**Run 1: met1 routing**

Bar = 20 um. Supply wires on this layer in gray.
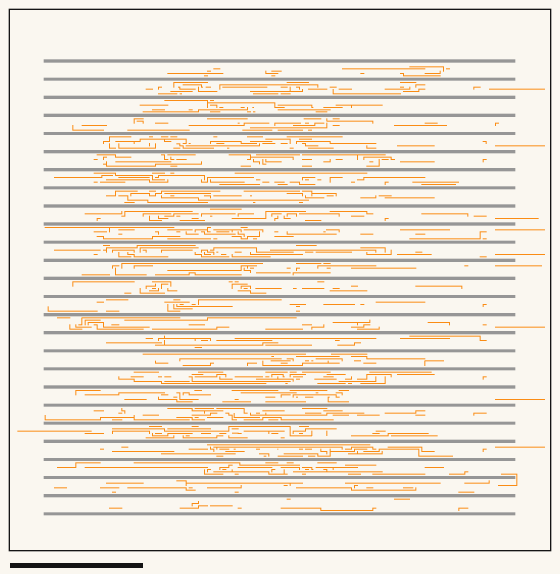
**Run 1: met2 routing**

Bar = 20 um.
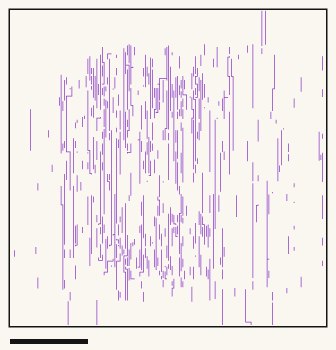
**Run 1: metal 3**

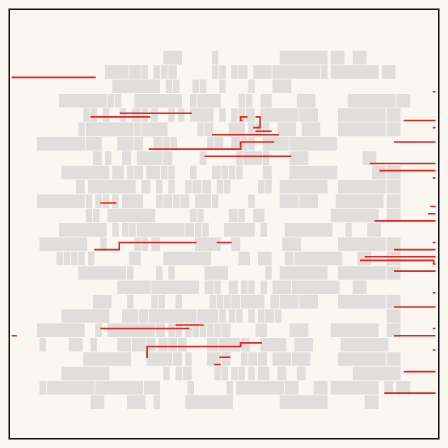
**src/rtl/vga_timing_gen.sv**
```systemverilog
// Parametrised VGA/SVGA raster timing generator; optional 16-bit frame counter under VGA_FRAME_COUNT_EN.
// Latency: all outputs registered, one clock behind the counters; free-running, no backpressure.
module vga_timing_gen #(
  parameter int H_ACTIVE   = 800,
  parameter int H_FP       = 56,
  parameter int H_SYNC     = 120,
  parameter int H_BP       = 64,
  parameter int V_ACTIVE   = 600,
  parameter int V_FP       = 37,
  parameter int V_SYNC     = 6,
  parameter int V_BP       = 23,
  parameter int H_SYNC_POL = 1,
  parameter int V_SYNC_POL = 1,
  parameter int CLK_DIV    = 1,
  parameter int CW         = 11
) (
  input  logic          clk,
  input  logic          rst_n,
  input  logic          restart,
  output logic          h_synk,
  output logic          v_synk,
  output logic [CW-1:0] x_pos,
  output logic [CW-1:0] y_pos,
  output logic          display_zone,
  output logic          pix_valid,
  output logic          line_start,
  output logic          frame_start
`ifdef VGA_FRAME_COUNT_EN
  ,
  output logic [15:0]   frame_cnt
`endif
);

  localparam int H_TOTAL = H_ACTIVE + H_FP + H_SYNC + H_BP;
  localparam int V_TOTAL = V_ACTIVE + V_FP + V_SYNC + V_BP;
  localparam int DW      = (CLK_DIV > 1) ? $clog2(CLK_DIV) : 1;

  localparam logic [DW-1:0] DIV_LAST = DW'(CLK_DIV - 1);
  localparam logic [CW-1:0] H_LAST   = CW'(H_TOTAL - 1);
  localparam logic [CW-1:0] V_LAST   = CW'(V_TOTAL - 1);
  localparam logic [CW-1:0] H_VIS    = CW'(H_ACTIVE);
  localparam logic [CW-1:0] V_VIS    = CW'(V_ACTIVE);
  localparam logic [CW-1:0] HS_BEG   = CW'(H_ACTIVE + H_FP);
  localparam logic [CW-1:0] HS_END   = CW'(H_ACTIVE + H_FP + H_SYNC - 1);
  localparam logic [CW-1:0] VS_BEG   = CW'(V_ACTIVE + V_FP);
  localparam logic [CW-1:0] VS_END   = CW'(V_ACTIVE + V_FP + V_SYNC - 1);
  localparam logic          HS_ACT   = (H_SYNC_POL != 0);
  localparam logic          VS_ACT   = (V_SYNC_POL != 0);

  if (CLK_DIV < 1 || CLK_DIV > 16) begin : g_bad_div
    $error("vga_timing_gen: CLK_DIV must be 1..16");
  end
  if (H_FP < 1 || H_SYNC < 1 || H_BP < 1 || V_FP < 1 || V_SYNC < 1 || V_BP < 1) begin : g_bad_porch
    $error("vga_timing_gen: porch and sync widths must be non-zero");
  end
  if ((64'd1 << CW) < 64'(H_TOTAL) || (64'd1 << CW) < 64'(V_TOTAL)) begin : g_bad_cw
    $error("vga_timing_gen: CW too narrow for the raster totals");
  end

  typedef struct packed {
    logic          h_synk;
    logic          v_synk;
    logic [CW-1:0] x_pos;
    logic [CW-1:0] y_pos;
    logic          display_zone;
    logic          pix_valid;
    logic          line_start;
    logic          frame_start;
  } raster_t;

  logic [DW-1:0] div_cnt;
  logic [CW-1:0] h_cnt;
  logic [CW-1:0] v_cnt;
  logic          tick;
  logic          h_wrap;
  logic          v_wrap;
  raster_t       raster_nxt;
  raster_t       raster_q;

  assign tick   = (div_cnt == DIV_LAST);
  assign h_wrap = (h_cnt == H_LAST);
  assign v_wrap = (v_cnt == V_LAST);

  // restart wins over any tick or wrap so the next pixel is always (0,0)
  always_ff @(posedge clk or negedge rst_n) begin
    if (!rst_n) begin
      div_cnt <= '0;
      h_cnt   <= '0;
      v_cnt   <= '0;
    end else if (restart) begin
      div_cnt <= '0;
      h_cnt   <= '0;
      v_cnt   <= '0;
    end else if (tick) begin
      div_cnt <= '0;
      if (h_wrap) begin
        h_cnt <= '0;
        v_cnt <= v_wrap ? '0 : v_cnt + CW'(1);
      end else begin
        h_cnt <= h_cnt + CW'(1);
      end
    end else begin
      div_cnt <= div_cnt + DW'(1);
    end
  end

  always_comb begin
    raster_nxt              = '0;
    raster_nxt.display_zone = (h_cnt < H_VIS) && (v_cnt < V_VIS);
    raster_nxt.x_pos        = raster_nxt.display_zone ? h_cnt : '0;
    raster_nxt.y_pos        = raster_nxt.display_zone ? v_cnt : '0;
    raster_nxt.h_synk       = ((h_cnt >= HS_BEG) && (h_cnt <= HS_END)) ? HS_ACT : ~HS_ACT;
    raster_nxt.v_synk       = ((v_cnt >= VS_BEG) && (v_cnt <= VS_END)) ? VS_ACT : ~VS_ACT;
    raster_nxt.pix_valid    = (div_cnt == '0);
    raster_nxt.line_start   = raster_nxt.pix_valid && (h_cnt == '0);
    raster_nxt.frame_start  = raster_nxt.line_start && (v_cnt == '0);
  end

  always_ff @(posedge clk or negedge rst_n) begin
    if (!rst_n) begin
      raster_q        <= '0;
      raster_q.h_synk <= ~HS_ACT;
      raster_q.v_synk <= ~VS_ACT;
    end else begin
      raster_q <= raster_nxt;
    end
  end

  assign h_synk       = raster_q.h_synk;
  assign v_synk       = raster_q.v_synk;
  assign x_pos        = raster_q.x_pos;
  assign y_pos        = raster_q.y_pos;
  assign display_zone = raster_q.display_zone;
  assign pix_valid    = raster_q.pix_valid;
  assign line_start   = raster_q.line_start;
  assign frame_start  = raster_q.frame_start;

`ifdef VGA_FRAME_COUNT_EN
  // counts presented frame strobes, so the first frame after reset reads 1
  always_ff @(posedge clk or negedge rst_n) begin
    if (!rst_n) begin
      frame_cnt <= '0;
    end else if (raster_q.frame_start) begin
      frame_cnt <= frame_cnt + 16'd1;
    end
  end
`endif

endmodule

```
**config.mk**
```make
export PLATFORM = sky130hd
export DESIGN_NAME = vga_timing_gen
export DESIGN_NICKNAME = d
export VERILOG_FILES = /design/src/rtl/vga_timing_gen.sv
export SDC_FILE = /design/constraint.sdc
export NUM_CORES = 1
export LEC_CHECK = 0
export ABC_AREA = 1
export CAP_MARGIN = 20
export CORE_MARGIN = 5
export CORE_UTILIZATION = 49
export CTS_CLUSTER_DIAMETER = 50
export DETAILED_ROUTE_END_ITERATION = 10
export PLACE_DENSITY_LB_ADDON = 0.05
export SKIP_CTS_REPAIR_TIMING = 1
export SYNTH_ARGS = -nofsm -noshare
export SYNTH_HDL_FRONTEND = slang
export SYNTH_SLANG_ARGS = --single-unit
```
**constraint.sdc**
```tcl
create_clock -name clk -period 2.4 [get_ports clk]
set_input_delay 0.36 -clock clk [delete_from_list [all_inputs] [get_ports clk]]
set_output_delay 0.36 -clock clk [all_outputs]
set_load 0.1 [all_outputs]
```
==> run summary, run 1 <==
flow finished, numbers: DRT met1 WL=2560 um, syn_area_per_cell=8.85 um2, DR iter-0 viols=105, Worst Setup Path Type=register to register, max-slew violation count=0, clk_skew=11.2 ps, Tot Pwr=1500 uW, CTS Buf Count=5, Synth Seq Share=0.505, die height=81.1 um, Ports=31, worst skew pair latency=300 ps, busiest layer in global routing=met1, number of remaining DRC errors=0, aoi share=0.0384, Async S/R FF share, synth=1.00, setup TNS=0 ps, share of layout cells above drive strength 1=0.242, top area cells in the synthesized netlist=dfrtp_1 51%, nand2_1 10%, nor3_2 7.7%, worst hold slack=80.4 ps, placed cell count=375, yosys stat area=2480 um2, Slew headroom=0.560, power density cells=525 nW/um2, tool warnings=29, die width=81.1 um, CP startpoint kind=register, initial antenna violation count=0, Longest Clk Path Bufs=2, Worst EP arrival=1790 ps, CTS tree=done, maximum fanout along the worst path=15, routability cong.=0.859, vias in the first global route=1,786, grt total ovfl=0, area grow syn2layout=15.5%, htree depth=2, CP endpoint kind=register, DP Wirelength=3810 um, Area leader share=0.505, count of library flops with an enable pin=0, Placed Instance Area=2780 um2, worst setup margin=789 ps, Synth top cells by count=67 x nand2_1, 50 x dfrtp_1, 28 x inv_1, 27 x nor2_1, 20 x nand3_1, Largest logic family=simple AND/OR/NAND/NOR gates, XORs/XNORs by Area=0.0141, outcome=finished, final reports clean, Syn Inst Count=280, routed wl met2=1990 um, fin crit period=1610 ps, RSZ-0062 raised after global routing=false, Final Util=0.594, VDD IR max=0.309 mV, clk slew on worst S/H paths=90 ps, nets=323, vias per cell=4.97, floorplan core density=0.514, dominant register cell=dfrtp_1, Rows=25, first-pass GRT wire length=8570 um, routed len/inst=12.9 um, Crit path required time=2580 ps, iteration tally of the first detailed-router pass=4
-- 'met1 routing' (at the start) --
share of all routed wire	52%
main direction	horizontal
Vias: 1,893
Detailed Route WL: 4920 um
met1 usage: 0.258

-- 'met2 routing' (at the start) --
longest straight run	29.4 um
wire length on this layer	1,990 um
share of all routed wire	40%
routing usage on met2: 0.238

-- 'metal 3' (at the start) --
wire length on this layer	301 um
longest straight run	17.7 um
share of all routed wire	6.1%
main direction	horizontal
nets with wire on the layer	36
met3 Usage GRT: 0.0432

## run 1: where the power goes
part           total, uW  internal, uW  leakage (uW)  switching, uW
logic                163          30.5      0.000663            133
registers            865           857      0.000677           7.52
clock network        474           222     0.0000431            251
## run 1: worst max-delay path, cell delays in order (launching register included)
cell,delay [ps]
dfrtp_1,450
nor3_4,250
nand2_1,90
a21oi_2,400
buf_12,220
nor3_1,60
## run 1: placed cells by master (no fill, tap or decap), types with 7 or more instances in the layout
cell type	count
nand2_1	67
dfrtp_1	50
buf_4	31
inv_1	28
nor2_1	27
nand3_1	20
nor3_2	19
nor3_1	12
o21ai_0	7
## run 1: worst paths after layout
| path | startpoint | endpoint | cells after the start | slack [ps] |
|---|---|---|---|---|
| worst min register to register | v_cnt[1]$_DFFE_PN0P_ | v_cnt[1]$_DFFE_PN0P_ | 2 | 550 |
| min in group clk | v_cnt[1]$_DFFE_PN0P_ | v_cnt[1]$_DFFE_PN0P_ | 2 | 550 |
| worst min-delay path | rst_n | h_cnt[7]$_DFF_PN0_ | 1 | 80 |
| max in group asynchronous | rst_n | h_cnt[3]$_DFF_PN0_ | 2 | 1710 |
| worst max register to register | v_cnt[10]$_DFFE_PN0P_ | x_pos[7]$_DFF_PN0_ | 5 | 790 |
| worst max-delay path | v_cnt[10]$_DFFE_PN0P_ | x_pos[7]$_DFF_PN0_ | 5 | 790 |
## run 1: area by class of cell
class / count / area [um2] / share of cell area
Multi-Input combinational cell: 189 / 1040 / 0.364
Sequential cell: 50 / 1250 / 0.437
Tap cell: 67 / 83.8 / 0.0293
Timing Repair Buffer: 34 / 268 / 0.0936
Inverter: 35 / 134 / 0.0468
Clock buffer: 6 / 82.6 / 0.0289
## Run 2: what changed since run 1
- clock period: 2.4 -> 1.4 ns (I/O delays scaled with it)
==> run 2 against run 1 <==
The run now ends with setup timing left. Routed wire length is 14% higher. Worst hold slack better by 350 ps. Register-to-register slack worse by 800 ps. Combinational power is 120% higher. Setup slack worse by 800 ps. First-iteration DRC count is 24% higher. Final cell count is 6.8% higher. Area after synthesis stayed put. Largest power group unchanged. Highest routed layer unchanged.
==> run summary, run 2 <==
flow finished, numbers: max-slew violation count=0 (unchanged), Internal Power=1920 uW (+73%), Ports=31 (unchanged), Placed Instance Area=3290 um2 (+19%), nets=348 (+7.7%), Synth top cells by count=67 x nand2_1, 50 x dfrtp_1, 28 x inv_1, 27 x nor2_1, 20 x nand3_1, CTS Buf Count=5 (unchanged), vias in the first global route=1,878 (+5.2%), Rows=25 (unchanged), top area cells in the synthesized netlist=dfrtp_1 51%, nand2_1 10%, nor3_2 7.7%, DP Wirelength=4050 um (+6.1%), count of library flops with an enable pin=0 (unchanged), CP endpoint kind=register, VDD IR max=0.436 mV (+41%), fin crit period=1410 ps (-205 ps), vias per cell=5.10 (+2.6%), Syn Inst Count=280 (unchanged), iteration tally of the first detailed-router pass=4 (unchanged), first-pass GRT wire length=8980 um (+4.7%), clock share of power=0.303 (-0.013), Synth Seq Share=0.505 (unchanged), area grow syn2layout=42.2%, Power Combinational=355 uW (+120%), R2R depth=7 (+2), Area leader share=0.505 (unchanged), clk_skew=9.04 ps (-2.21 ps), tool warnings=30 (+3.4%), Crit path required time=1590 ps (-990 ps), clk slew on worst S/H paths=90 ps (about the same), Worst Setup Path Type=register to register, floorplan core density=0.514 (unchanged), failing checks=setup timing, grt total ovfl=0 (unchanged), routed len/inst=13.8 um (+7.0%), die width=81.1 um (unchanged), Largest Pwr Group=registers, worst skew pair latency=300 ps (about the same), worst setup margin=-5.99 ps (-795 ps), Async S/R FF share, synth=1.00 (unchanged), CP startpoint kind=register, Detailed Route WL=5620 um (+14%), Power Sequential=1490 uW (+72%), initial antenna violation count=0 (unchanged), Net Sw Frac=0.274 (+0.0130), # setup viols final=2, Worst EP arrival=1590 ps (-200 ps), worst hold slack=433 ps (+352 ps), worst setup path start=h_cnt[8]$_DFF_PN0_, syn_area_per_cell=8.85 um2 (unchanged), Reg2Reg Setup Slack=-6 ps (-800 ps), outcome=complete, but fails checks, die height=81.1 um (unchanged), share of layout cells above drive strength 1=0.341 (+0.0991), RSZ-0062 raised after global routing=true, setup TNS=-11.3 ps (-11.3 ps), reg2reg end=y_pos[9]$_DFF_PN0_, P_sw=725 uW (+85%), Critical Path Sink=y_pos[9]$_DFF_PN0_, Flop pwr share=0.563 (-0.013), routability cong.=0.941 (+9.5%), most frequent cells in the layout=64 x nand2_1, 47 x dfrtp_1, 31 x buf_12, power density cells=752 nW/um2 (+43%), dominant logic cell type in the layout=nand2_1, Clock net power=802 uW (+69%), maximum fanout along the worst path=10 (-5), Yosys cell types=30, Reg2Reg Launch Point=h_cnt[8]$_DFF_PN0_, Logic pwr share=0.134 (+0.025)
[run 2: layer usage]
layer	vias up	wire length, um	global-route usage
met5	-	0	0
met4	0	72	0.0608
met3	8	373	0.0388
met2	75	2600	0.261
met1	982	2570	0.259
li1	1009	-	-
[run 2: critical path, stage by stage (launching register included)]
cell and delay, ps:
dfrtp_1 430, nand2_1 90, nor2_1 200, o21ai_2 100
nand4_1 100, buf_4 160, clkbuf_16 170, nor3_2 40
[run 2: per-stage QoR]
step                      utilization  power (uW)
after floorplan                     -        1710
after global placement          0.684        1870
after detailed placement        0.684        1870
after CTS                       0.700        2650
after global routing            0.731        2740
final                           0.731        2650
[run 2: cells by family (layout without fill, tap and decap cells)]
family,count (synthesis),count (layout),share of synthesized area
AND/OR/NAND/NOR,160,160,0.338
flip-flops,50,50,0.505
buffers and inverters,42,101,0.0758
AND-OR/OR-AND,17,17,0.0384
adder cells (fa/ha/maj),5,5,0.0253
XOR/XNOR,4,4,0.0141
other,2,3,0.00303
[run 2: final cells by class]
type / instances / area, um2
Clock buffer: 5 / 68.8
Clock inverter: 2 / 10.0
Fill cell: 351 / 1290
Inverter: 35 / 139
Multi-Input combinational cell: 189 / 1100
Sequential cell: 50 / 1250
Tap cell: 67 / 83.8
Timing Repair Buffer: 59 / 868
[run 2: worst min-delay path by stage]
stage | to | start | slack, ps
final | x_pos[7]$_DFF_PN0_ | rst_n | 430
after global routing | h_cnt[6]$_DFF_PN0_ | rst_n | 470
after CTS | x_pos[7]$_DFF_PN0_ | rst_n | -100
after detailed placement | x_pos[7]$_DFF_PN0_ | rst_n | 220
after global placement | x_pos[5]$_DFF_PN0_ | rst_n | 220
after floorplan | display_zone$_DFF_PN0_ | rst_n | -90
**Run 2: met1 routing**

Bar = 20 um. Supply wires on this layer in gray.
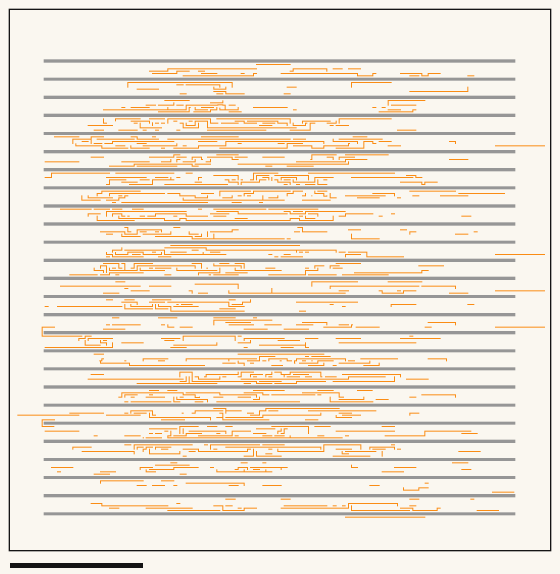
wire length on this layer	2,570 um
main direction	horizontal
Vias: 2,074
met1 usage: 0.259

**Run 2: met2 routing**

Bar = 20 um.
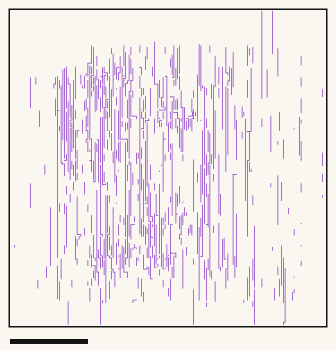
nets with wire on the layer	280
longest straight run	46.6 um
share of all routed wire	46%
main direction	vertical
wire length on this layer	2,600 um

## Run 3: what changed since run 2
- CTS_CLUSTER_DIAMETER: 50 -> 80
- PLACE_DENSITY: unset -> 0.81
- PLACE_DENSITY_LB_ADDON: 0.05 -> unset
==> run 3 against run 2 <==
The run still ends with setup timing left. Area after synthesis unchanged. Setup slack worse by 170 ps. First-iteration DRC count up 91%. Flip-flop count unchanged. Critical endpoint is now x_pos[7]$_DFF_PN0_. Die area unchanged. Count of clock-buffer cells in the layout unchanged.
==> run summary, run 3 <==
flow finished, numbers: outcome=complete, but fails checks, failing checks=setup timing, Crit path required time=1610 ps (+20 ps), worst hold slack=400 ps (-32.7 ps), maximum fanout along the worst path=6 (-4), routability cong.=0.947 (+0.58%), Mux area share=0 (unchanged), Synth Cell Area=2480 um2, floorplan core density=0.514 (unchanged), routed len/inst=16.9 um (+23%), clk slew on worst S/H paths=90 ps (about the same), Syn Inst Count=280 (unchanged), Synth top cells by count=67 x nand2_1, 50 x dfrtp_1, 28 x inv_1, 27 x nor2_1, 20 x nand3_1, Synth Seq Share=0.505 (unchanged), area grow syn2layout=43.7%, post-synthesis simple-gate area fraction=0.338 (unchanged), # fillers=282 (-20%), power density cells=813 nW/um2 (+8.0%), die area=6580 um2, CP startpoint kind=register, most frequent cells in the layout=66 x nand2_1, 47 x dfrtp_1, 30 x buf_12, CP endpoint kind=register, vias per cell=5.64 (+11%), worst setup margin=-175 ps (-169 ps), setup TNS=-1900 ps (-1880 ps), Worst EP arrival=1780 ps (+190 ps), count of library flops with an enable pin=0 (unchanged), dominant register cell=dfrtp_1, worst setup path start=h_cnt[7]$_DFF_PN0_, Async S/R FF share, synth=1.00 (unchanged), grt total ovfl=0 (unchanged), first-pass GRT wire length=9440 um (+5.2%), CTS Buf Count=5 (unchanged), Tot Pwr=2890 uW (+9.2%), syn_area_per_cell=8.85 um2 (unchanged), Critical-path top delay cell=dfrtp_1, iteration tally of the first detailed-router pass=6 (+2), Largest logic family=simple AND/OR/NAND/NOR gates, aoi share=0.0384 (unchanged), XORs/XNORs by Area=0.0141 (unchanged), Area leader share=0.505 (unchanged), VDD IR max=0.636 mV (+46%), Reg2Reg Launch Point=h_cnt[7]$_DFF_PN0_, Ports=31 (unchanged), Worst Setup Path Type=register to register, RSZ-0062 raised after global routing=true, # setup viols final=28 (+26), initial antenna violation count=0 (unchanged), CP Cell Sequence=inv_2 > nand2_4 > o21ai_2 > nand4_1 > buf_4 > buf_12 > nor3_1, nets=350 (+0.57%), die height=81.1 um (unchanged), Comb gate area=1100 um2 (+0.23%), vias in the first global route=2,034 (+8.3%), max-slew violation count=0 (unchanged), Yosys cell types=30 (unchanged), share of layout cells above drive strength 1=0.356 (+0.0145), DP Wirelength=4220 um (+4.3%), tool warnings=30 (unchanged), crit-path max cell delay=420 ps (about the same), Synth Area in Adders=0.0253 (unchanged), die width=81.1 um (unchanged), worst skew pair latency=310 ps (about the same), Final Util=0.739 (+0.00805), Placed Instance Area=3250 um2 (-1.3%), CTS tree=done, top area cells in the synthesized netlist=dfrtp_1 51%, nand2_1 10%, nor3_2 7.7%
-- run 3: report_power, final --
group	total, uW	switching [uW]	internal (uW)
combinational	369	247	122
clock	1030	495	536
sequential	1490	24.1	1470
-- run 3: path summary, 6_finish.rpt --
check / end / slack (ps) / cells after the start
worst max-delay path: x_pos[7]$_DFF_PN0_ / -180 / 7
worst min-delay path: h_synk$_DFF_PN0_ / 400 / 3
worst max register to register: x_pos[7]$_DFF_PN0_ / -180 / 7
worst min register to register: v_cnt[1]$_DFFE_PN0P_ / 560 / 2
max in group asynchronous: v_cnt[8]$_DFFE_PN0P_ / 620 / 3
min in group clk: v_cnt[1]$_DFFE_PN0P_ / 560 / 2
-- run 3: kinds of logic after synthesis --
logic type,Yosys count
buffers and inverters,42
AND-OR/OR-AND,17
AND/OR/NAND/NOR,160
flip-flops,50
XOR/XNOR,4
adder cells (fa/ha/maj),5
other,2
-- run 3: final cells by class --
cell class | count | area share
well taps | 67 | 0.0235
clock inverters | 3 | 0.0123
inverters | 35 | 0.0390
repair buffers | 61 | 0.245
clock buffers | 5 | 0.0193
flip-flops and latches | 50 | 0.352
multi-input cells | 189 | 0.309
-- run 3: layer usage --
| layer | vias up | global-route usage | part of all wire |
|---|---|---|---|
| met5 | - | 0 | 0 |
| met4 | 0 | 0.0693 | 0.035 |
| met3 | 42 | 0.0310 | 0.082 |
| met2 | 162 | 0.322 | 0.49 |
| met1 | 1096 | 0.227 | 0.39 |
| li1 | 1011 | - | - |
-- run 3: worst max-delay path, delay by kind of cell (launching register included) --
family / cells / cell delay [ps]
AND/OR/NAND/NOR: 3 / 400
buffers and inverters: 3 / 460
flip-flops: 1 / 420
AND-OR/OR-AND: 1 / 190
**Run 3: met2 routing**

Bar = 20 um.
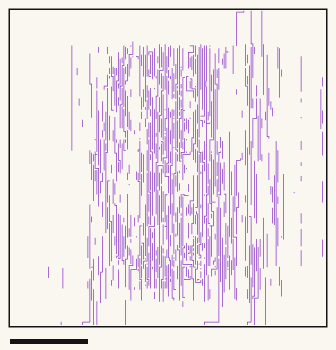
Detailed Route WL: 6930 um
Vias: 2,311
routing usage on met2: 0.322

**Run 3: met1 routing**

Bar = 20 um. Supply wires on this layer in gray.
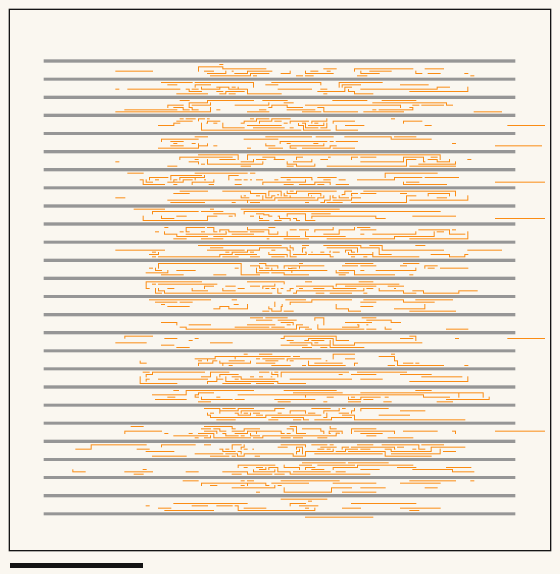
wire length on this layer	2,730 um
nets with wire on the layer	321
share of all routed wire	39%
longest straight run	29.4 um
met1 usage: 0.227

No activity file was given, so power comes from the tool's default toggle rates.
